[src/rtl/retospect_lif_neuron.sv]
//-----------------------------------------------------------------------------
// retospect_lif_neuron
//
// Leaky integrate-and-fire neuron cell for the neurochip array.
//
// Each run cycle the membrane potential is optionally leaked (when the
// selected clockbox strobe is high). Then the signed weights of every active
// dendrite are added. The result is clamped to the unsigned potential range
// and compared against a programmable threshold. A fire emits a one-cycle
// axon pulse, zeroes the potential and, when refrac is nonzero, blocks the
// cell for refrac cycles.
//
// Configuration is held in a serial shift chain shared with the neighbouring
// cells. cfg <= {bs_in, cfg[CFG_BITS-1:1]}, and bs_out = cfg[0].
//
// Timing contract (there is no valid/ready handshake; the cell is fully
// pipelined at one update per clock):
//   - dendrite and clockbus are sampled at edge N.
//   - potential and axon reflect that sample after edge N.
//   - bs_out moves only on cycles with config_en high.
//
// Ports:
//   clk        clock
//   reset      synchronous, active-high; clears everything including cfg
//   reset_nn   network soft reset; clears dynamic state, keeps cfg
//   config_en  shift the configuration chain this cycle
//   bs_in      bitstream serial input
//   bs_out     bitstream serial output (cfg[0])
//   clockbus   decay strobes from the clockbox, indexed by decay_sel
//   dendrite   synaptic spike inputs
//   axon       registered spike output
//   potential  registered membrane potential
//   state_dbg  current FSM state (1 = refractory), for observation
//-----------------------------------------------------------------------------
module retospect_lif_neuron #(
   parameter int NUM_DENDRITES   = 4,
   parameter int W_WIDTH         = 4,
   parameter int POT_WIDTH       = 8,
   parameter int DECAY_SEL_WIDTH = 3,
   parameter int REFRAC_WIDTH    = 3
) (
   input  logic                              clk,
   input  logic                              reset,
   input  logic                              reset_nn,
   input  logic                              config_en,
   input  logic                              bs_in,
   output logic                              bs_out,
   input  logic [(2**DECAY_SEL_WIDTH)-1:0]   clockbus,
   input  logic [NUM_DENDRITES-1:0]          dendrite,
   output logic                              axon,
   output logic [POT_WIDTH-1:0]              potential,
   output logic                              state_dbg
);

   localparam int CFG_BITS = NUM_DENDRITES*W_WIDTH + POT_WIDTH + 2
                             + DECAY_SEL_WIDTH + REFRAC_WIDTH;
   localparam int TH_LSB   = NUM_DENDRITES*W_WIDTH;
   localparam int LM_LSB   = TH_LSB + POT_WIDTH;
   localparam int DS_LSB   = LM_LSB + 2;
   localparam int RF_LSB   = DS_LSB + DECAY_SEL_WIDTH;
   // Wide enough for the leaked potential plus every dendrite at its most
   // extreme weight, with a sign bit.
   localparam int SUM_W    = POT_WIDTH + $clog2(NUM_DENDRITES) + W_WIDTH + 1;

   localparam logic [POT_WIDTH-1:0]    POT_ONE = POT_WIDTH'(1);
   localparam logic [REFRAC_WIDTH-1:0] RF_ONE  = REFRAC_WIDTH'(1);

   typedef enum logic {
      ST_INTEGRATE  = 1'b0,
      ST_REFRACTORY = 1'b1
   } state_t;

   //--------------------------------------------------------------------------
   // Registers
   //--------------------------------------------------------------------------
   logic [CFG_BITS-1:0]     cfg_q,   cfg_d;
   state_t                  state_q, state_d;
   logic [REFRAC_WIDTH-1:0] cnt_q,   cnt_d;
   logic [POT_WIDTH-1:0]    pot_q,   pot_d;
   logic                    axon_q,  axon_d;

   //--------------------------------------------------------------------------
   // Configuration fields
   //--------------------------------------------------------------------------
   logic [POT_WIDTH-1:0]       threshold;
   logic [1:0]                 leak_mode;
   logic [DECAY_SEL_WIDTH-1:0] decay_sel;
   logic [REFRAC_WIDTH-1:0]    refrac;

   assign threshold = cfg_q[TH_LSB +: POT_WIDTH];
   assign leak_mode = cfg_q[LM_LSB +: 2];
   assign decay_sel = cfg_q[DS_LSB +: DECAY_SEL_WIDTH];
   assign refrac    = cfg_q[RF_LSB +: REFRAC_WIDTH];

   //--------------------------------------------------------------------------
   // Leak: applied only when the selected clockbox strobe is high
   //--------------------------------------------------------------------------
   logic [POT_WIDTH-1:0] leaked;

   always_comb begin
      leaked = pot_q;
      if (clockbus[decay_sel]) begin
         case (leak_mode)
            2'b01:   leaked = pot_q >> 1;
            2'b10:   leaked = (pot_q == '0) ? '0 : (pot_q - POT_ONE);
            2'b11:   leaked = '0;
            default: leaked = pot_q;
         endcase
      end
   end

   //--------------------------------------------------------------------------
   // Dendrite accumulation: every active dendrite contributes in the same cycle
   //--------------------------------------------------------------------------
   logic signed [SUM_W-1:0] sum;

   always_comb begin
      sum = $signed({{(SUM_W-POT_WIDTH){1'b0}}, leaked});
      for (int i = 0; i < NUM_DENDRITES; i++) begin
         if (dendrite[i]) begin
            sum = sum + $signed({{(SUM_W-W_WIDTH){cfg_q[i*W_WIDTH + W_WIDTH - 1]}},
                                 cfg_q[i*W_WIDTH +: W_WIDTH]});
         end
      end
   end

   //--------------------------------------------------------------------------
   // Clamp to [0, 2**POT_WIDTH-1] and decide whether to fire
   //--------------------------------------------------------------------------
   logic [POT_WIDTH-1:0] clamped;
   logic                 fire;

   always_comb begin
      if (sum[SUM_W-1]) begin
         clamped = '0;
      end else if (|sum[SUM_W-2:POT_WIDTH]) begin
         clamped = '1;
      end else begin
         clamped = sum[POT_WIDTH-1:0];
      end
   end

   // A zero threshold disables firing; integration continues regardless.
   assign fire = (threshold != '0) && (clamped >= threshold);

   //--------------------------------------------------------------------------
   // Next-state logic. Priority: reset_nn > config_en > run.
   // reset is handled in the register process.
   //--------------------------------------------------------------------------
   always_comb begin
      cfg_d   = cfg_q;
      state_d = state_q;
      cnt_d   = cnt_q;
      pot_d   = pot_q;
      axon_d  = 1'b0;

      if (reset_nn) begin
         pot_d   = '0;
         state_d = ST_INTEGRATE;
         cnt_d   = '0;
      end else if (config_en) begin
         // Dynamic state freezes while the chain shifts.
         cfg_d = {bs_in, cfg_q[CFG_BITS-1:1]};
      end else begin
         case (state_q)
            ST_INTEGRATE: begin
               if (fire) begin
                  pot_d  = '0;
                  axon_d = 1'b1;
                  if (refrac != '0) begin
                     state_d = ST_REFRACTORY;
                     cnt_d   = refrac;
                  end
               end else begin
                  pot_d = clamped;
               end
            end
            ST_REFRACTORY: begin
               // The counter was latched at fire time, so cfg edits made
               // during config_en cycles cannot stretch or cut this period.
               pot_d = '0;
               cnt_d = cnt_q - RF_ONE;
               if (cnt_q <= RF_ONE) begin
                  state_d = ST_INTEGRATE;
               end
            end
            default: begin
               state_d = ST_INTEGRATE;
               cnt_d   = '0;
            end
         endcase
      end
   end

   //--------------------------------------------------------------------------
   // State register
   //--------------------------------------------------------------------------
   always_ff @(posedge clk) begin
      if (reset) begin
         cfg_q   <= '0;
         state_q <= ST_INTEGRATE;
         cnt_q   <= '0;
         pot_q   <= '0;
         axon_q  <= 1'b0;
      end else begin
         cfg_q   <= cfg_d;
         state_q <= state_d;
         cnt_q   <= cnt_d;
         pot_q   <= pot_d;
         axon_q  <= axon_d;
      end
   end

   assign bs_out    = cfg_q[0];
   assign axon      = axon_q;
   assign potential = pot_q;
   assign state_dbg = (state_q == ST_REFRACTORY);

endmodule

[config.mk]
export PLATFORM = sky130hd
export DESIGN_NAME = retospect_lif_neuron
export DESIGN_NICKNAME = d
export VERILOG_FILES = /design/src/rtl/retospect_lif_neuron.sv
export SDC_FILE = /design/constraint.sdc
export NUM_CORES = 1
export LEC_CHECK = 0
export CAP_MARGIN = 20
export CELL_PAD_IN_SITES_DETAIL_PLACEMENT = 1
export CELL_PAD_IN_SITES_GLOBAL_PLACEMENT = 1
export CORE_MARGIN = 10
export CORE_UTILIZATION = 49
export CTS_CLUSTER_SIZE = 40
export DETAILED_ROUTE_END_ITERATION = 16
export PLACE_DENSITY = 0.9
export SETUP_SLACK_MARGIN = 0.1
export SLEW_MARGIN = 20
export SYNTH_ARGS = -nofsm -noshare
export SYNTH_HDL_FRONTEND = slang
export SYNTH_SLANG_ARGS = --single-unit
[constraint.sdc]
create_clock -name clk -period 24.3 [get_ports clk]
set_input_delay 2.43 -clock clk [delete_from_list [all_inputs] [get_ports clk]]
set_output_delay 2.43 -clock clk [all_outputs]
set_load 0.03 [all_outputs]
==> run_1/met4.png <==
The bar under the picture is 50 µm long.
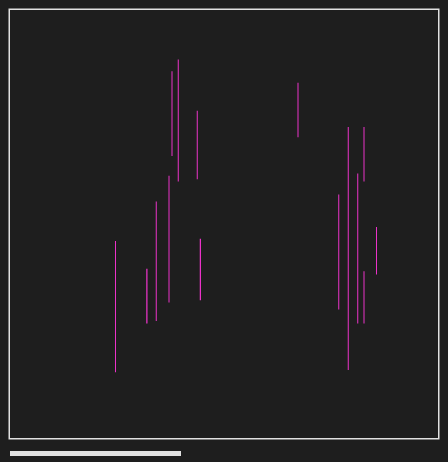
longest straight run	70.7 µm
main direction	vertical
share of all routed wire	2.5%
detailed-route via count: 5569
wire length after detailed routing: 17180 µm

==> run_1/final_clocks.png <==
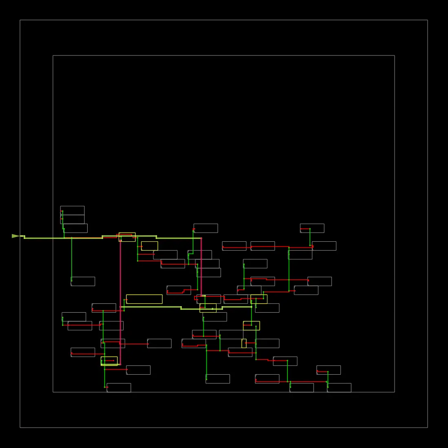
clk_skew: 0.01042 ns
clk sink count: 45
TritonCTS Buffers: 5
clock buffers: 7
clock network power: 0.0602 mW

==> notes.md, run 1 <==
Summary of implementation figures.

Global route
The global routing usage summed across all routing layers is 20.89%. On met1, the global router reports a usage of 25.35%. The number of antenna violations at the first check in global routing is 0.

Global routing used 37.15% of the available met2 tracks. The largest net degree at the start of global routing is 34. The via count of the first global-routing pass came to 5878. The wire length of the first global-routing pass is 28440 µm.

Status
The flow ran to the end, and the final reports show no timing, DRC or antenna violations.

Setup path
The cell repeated most along the worst path is ha_1. The capturing element of the worst setup path is potential[2]. The data arrival time reported for the critical path is 13.14 ns. The destination of the worst register-to-register timing path is potential[2].

The start point of the critical path is clockbus[1]. The maximum single-stage delay on the critical path is 0.59 ns. STA shows the worst reg2reg path with a cell count of 44. The critical register-to-register path startpoint is potential[0].

The slowest stage of the critical path is the xor2_1 cell.

Power and ir drop
The relative contribution of combinational cells to total power is 27.5%. The biggest power consumer among the groups is registers. In this run, power in combinational logic comes to 0.0518 mW. The power after layout is 0.1887 mW. The net switching power figure is 0.06065 mW.

Logic synthesis
The dominant register cell is dfxtp_1. Warnings reported by Yosys during synthesis add up to 0. In the Yosys report the total cell count is 743. Counting flops and latches in the post-synthesis netlist gives 45. Per the post-synthesis report, the number of cells in the design is 743.

Finish
Per the layout area report, the combinational fraction of cell area is 71.66%. Per the cell usage report, the commonest logic cell in the layout is nand2_1. The layout report gives the register share of total cell area as 15.26%. Per the area breakdown, the dominant cell category is multi-input combinational cells. At the end of the flow, the number of nets in the layout was 835. The non-clock buffer contribution to total cell area is 4.960%. The number of filler cells placed in the layout is 1416. The plain and repair buffers instantiated in the layout total 30. The number of antenna diodes in the final layout is 0.

Placement
The tally of buffers added on design ports is 27. Detailed placement ended at an HPWL of 13230 µm.

Die
The die width is 125.1 µm. The cell row count is 38. The overall die size recorded for this design is 15660 µm². The vertical extent of the die is 125.1 µm.

Route
The post-route report lists met1 wire length as 7715 µm. After detailed routing, the met3 layer carries 496 µm of wire. The DRC violation count after routing is 0.

For this run, the detailed router's first-pass iteration total came to 5.

Final timing
The hold violation count in the final report is 0. The final worst slack is 11.40 ns. The final sum of negative setup slack is 0 ns. In the finished design, the share of the clock period the worst path needs comes to 53.10%. The final timing report lists a max-slew violation count of 0. The pin closest to its max-slew limit shows a slew of 0.7577 ns. Setup repair after global routing left no endpoint under its margin.

Worst hold path
The launch point of the worst hold path is cfg_q[14].
==> run_1/clock_map.png <==
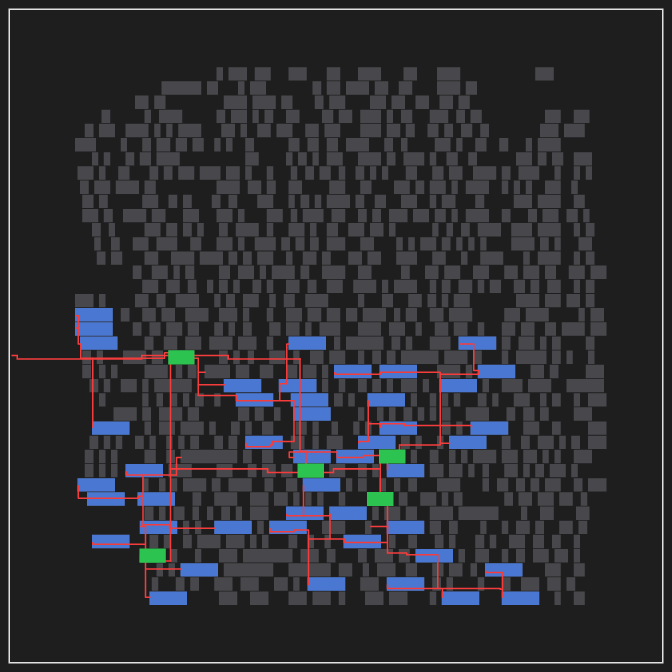
[cells driving clock nets] green | count: 5
[clock wires] red | length: 619 µm
[flip-flops] blue | count: 45
routed clock nets	6
clock network fraction of total power: 31.9%
clk latency late pin: 0.31 ns

-- run 1: synthesized netlist by cell type, drive strengths merged (13+ instances only) --
cell and instances:
nand2 114, dfxtp 45, o21ai 47, a31oi 15
clkbuf 22, nor2 44, xnor2 18, ha 60
a21o 15, nand3 13, a21oi 82, inv 49
nor3 13
-- run 1: cell families after synthesis --
family,count (synthesis),share of synthesized area [%]
AND-OR/OR-AND,259,31.23
XOR/XNOR,30,4.851
adder cells (fa/ha/maj),64,15.34
buffers and inverters,76,5.590
flip-flops,45,16.63
multiplexers,19,4.597
AND/OR/NAND/NOR,250,21.76
-- run 1: registers in the layout (all words and copies together), names as in the netlist --
| signal | count |
|---|---|
| state_dbg | 1 |
| cnt_q | 3 |
| axon | 1 |
| cfg_q | 32 |
| potential | 8 |
## Run 2: what changed since run 1
--- a/config.mk
+++ b/config.mk
@@ -9,10 +9,10 @@
 export CELL_PAD_IN_SITES_DETAIL_PLACEMENT = 1
 export CELL_PAD_IN_SITES_GLOBAL_PLACEMENT = 1
 export CORE_MARGIN = 10
-export CORE_UTILIZATION = 49
+export CORE_UTILIZATION = 46
 export CTS_CLUSTER_SIZE = 40
 export DETAILED_ROUTE_END_ITERATION = 16
-export PLACE_DENSITY = 0.9
+export PLACE_DENSITY = 0.85
 export SETUP_SLACK_MARGIN = 0.1
 export SLEW_MARGIN = 20
 export SYNTH_ARGS = -nofsm -noshare
==> constraint.sdc (replaced) <==
create_clock -name clk -period 13.2 [get_ports clk]
set_input_delay 1.32 -clock clk [delete_from_list [all_inputs] [get_ports clk]]
set_output_delay 1.32 -clock clk [all_outputs]
set_load 0.03 [all_outputs]
==> run_2/final_clocks.png <==
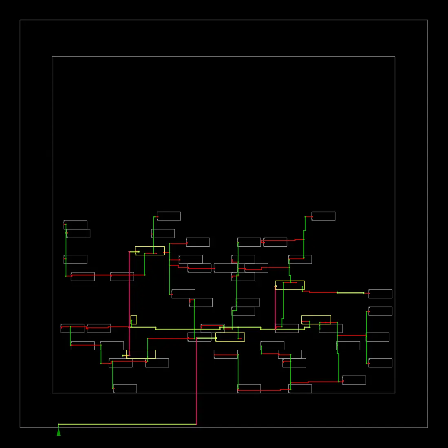
clock buffers: 5
clk_skew: 0.009198 ns

==> run_2/drive_strength.png <==
The bar under the picture is 50 µm long.
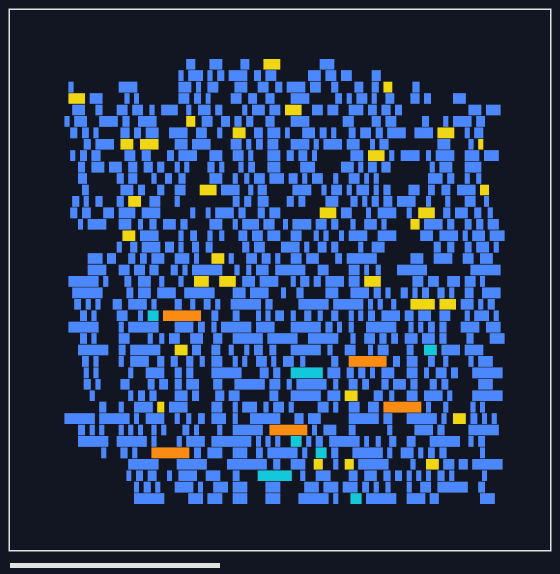
size	color	cells	share
drive 6 and up	orange	5	0.66%
drive 3 to 4	cyan	7	0.93%
drive 1 or less	blue	711	94%
drive 2	yellow	31	4.1%

==> run_2/clock_map.png <==
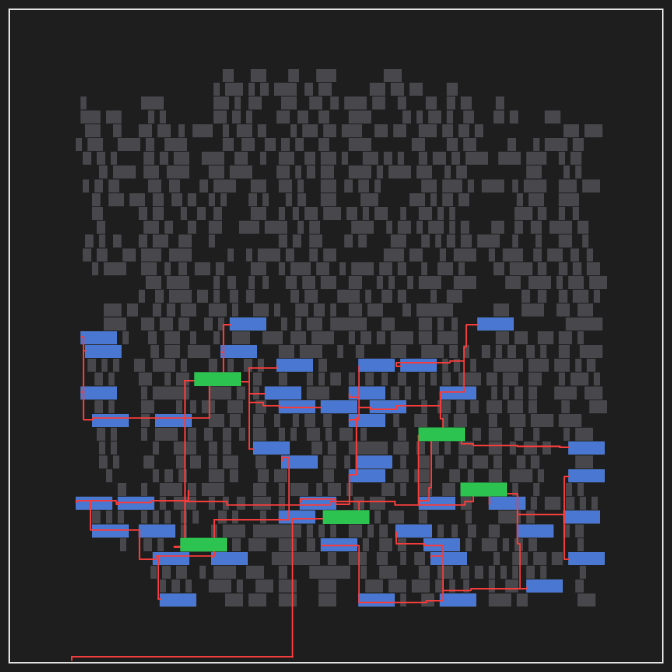
[clock wires] red | length: 702 µm
[flip-flops] blue | count: 45
[cells driving clock nets] green | count: 5
routed clock nets	6
clk latency late pin: 0.29 ns
clock network fraction of total power: 34.1%
clock network power: 0.122 mW

==> run 2 against run 1 <==
Net effect: critical path depth fell by 1; combinational power is 82% higher; wire length down 3.5%; non-clock buffer count up 1; first-iteration DRC count is 5.9% lower; hold slack lost 0.016 ns; final area increased by 0.17%; global-route usage shrank 0.92 points; flip-flop count stayed put; critical path type unchanged; largest cell class unchanged; highest routed layer unchanged.
==> notes.md, run 2 <==
Summary of implementation figures.

Placement
The tally of buffers added on design ports is 27 (unchanged). The HPWL after detailed placement is 13020 µm (was 13230 µm). The post-place instance area came to 5783 µm² (was 5772 µm²).

Clock tree
The sink count of the clock tree is 45 (unchanged). The number of H-tree levels is 2 (unchanged).

Finish
The fraction of area in multi-input gates came to 71.29% (was 71.66%). The count of non-CTS buffers in the layout is 31 (was 30). The sequential share of cell area is 15.23% (was 15.26%). The diode insertion count for antenna repair came to 0 (unchanged). The cell group occupying the most layout area was multi-input combinational cells (unchanged). The non-clock buffer contribution to total cell area is 5.078% (was 4.960%). The leading cell type in the layout, fill and taps excluded is nand2_1 (unchanged). The layout overhead on the synthesized area was 9.171% (was 8.986%). The number of nets in the layout is 836 (was 835). The register name with the most flops is cfg_q (unchanged). The number of filler cells placed in the layout is 1472 (was 1416).

The flip-flop count of the largest register after layout came to 32 (unchanged).

Power and ir drop
The portion of total power attributed to sequential cells came to 39.5% (was 40.6%). The biggest power consumer among the groups is registers (unchanged). The power drawn by the combinational cells is 0.0942 mW (was 0.0518 mW). The relative contribution of combinational cells to total power is 26.4% (was 27.5%). The power after layout is 0.3569 mW (was 0.1887 mW).

Route
The total length of routed wires is 16590 µm (was 17180 µm). The vias per cell was 6.262 (was 6.222). The total vias in the final route is 5617 (was 5569). The DRC violation count after routing is 0 (unchanged). The detailed-router iteration count before antenna repair was 5 (unchanged).

Die
The vertical extent of the die was 128.5 µm (was 125.1 µm). The die width came to 128.5 µm (was 125.1 µm). The total die size is 16510 µm² (was 15660 µm²).

Logic synthesis
The post-synthesis instance total is 743 (unchanged). Post-synth top cells: nand2_1, a21oi_1, ha_1, inv_1, dfxtp_1 (unchanged). The sequential cell area fraction in the yosys report is 16.63% (unchanged). The area of the synthesized netlist per yosys stat came to 5416 µm² (unchanged). The area fraction in xor and xnor cells is 4.851% (unchanged). The area fraction in and, or, nand and nor cells is 21.76% (unchanged). The total of warnings raised by yosys is 0 (unchanged).

The dominant register cell is dfxtp_1 (unchanged). The largest combinational cell category by area is AND-OR/OR-AND gates (unchanged). The top cell type by instance count after synthesis is nand2_1 (unchanged).

The fraction of the mapped netlist area in adder cells was 15.34% (unchanged). The area fraction in compound gates after synthesis is 31.23% (unchanged). The total cells reported by yosys after synthesis is 743 (unchanged).

Final timing
The final sum of negative setup slack was 0 ns (unchanged). The headroom to the max-slew limit is 32.40% (was 49.07%). The hold violation count in the final report is 0 (unchanged).

The final worst slack was 1.348 ns (was 11.40 ns). The number of pins with negative max-slew slack in the final report was 0 (unchanged). The worst path uses 89.79% of the clock period.

Setup repair after global routing missed its margin: no (unchanged). The transition time at the pin with the least slew margin is 1.005 ns (was 0.7577 ns).

Global route
The global routing usage summed across all routing layers is 19.97% (was 20.89%). The largest net degree at the start of global routing is 34 (unchanged). The wire length of the first global-routing pass is 28260 µm (was 28440 µm).

The via count of the first global-routing pass is 5870 (was 5878). The number of antenna violations at the first check in global routing is 0 (unchanged).

Setup path
The start point of the critical path is clockbus[1] (unchanged). The critical register-to-register path startpoint is potential[0] (unchanged). The maximum single-stage delay on the critical path came to 0.78 ns (was 0.59 ns). The cell count of the worst reg-to-reg path is 41 (was 44). The largest fanout on the critical path is 12 (unchanged).

The critical path data arrival time is 12.07 ns (was 13.14 ns). The capturing element of the worst setup path was potential[5] (was potential[2]). The destination of the worst register-to-register timing path is potential[5] (was potential[2]).

The cell repeated most along the worst path is ha_1 (unchanged). The master of the slowest instance on the critical path is nor4_1 (was xor2_1).

Status
Result of the run: completed (unchanged).
-- run 2: cell counts after synthesis --
No cell type changed its count.
-- run 2: worst min path at each step --
stage | from | to | slack, ns | cells after the start
CTS | cfg_q[8] | cfg_q[7] | 0.48 | 2
global placement | cnt_q[1] | cnt_q[1] | 0.45 | 2
detailed placement | cfg_q[14] | cfg_q[13] | 0.47 | 2
global route | cfg_q[4] | cfg_q[3] | 0.50 | 2
floorplan | cnt_q[1] | cnt_q[1] | 0.44 | 2
finish | cfg_q[8] | cfg_q[7] | 0.47 | 2
-- run 2: per-layer routing --
metal / track usage (%) / vias up / part of all wire, %
li1: - / 2722 / -
met1: 24.71 / 2739 / 45
met2: 34.79 / 127 / 49
met3: 2.957 / 29 / 3.9
met4: 6.352 / 0 / 2.4
met5: 0 / - / 0
Power is estimated from default activity; no workload was simulated.
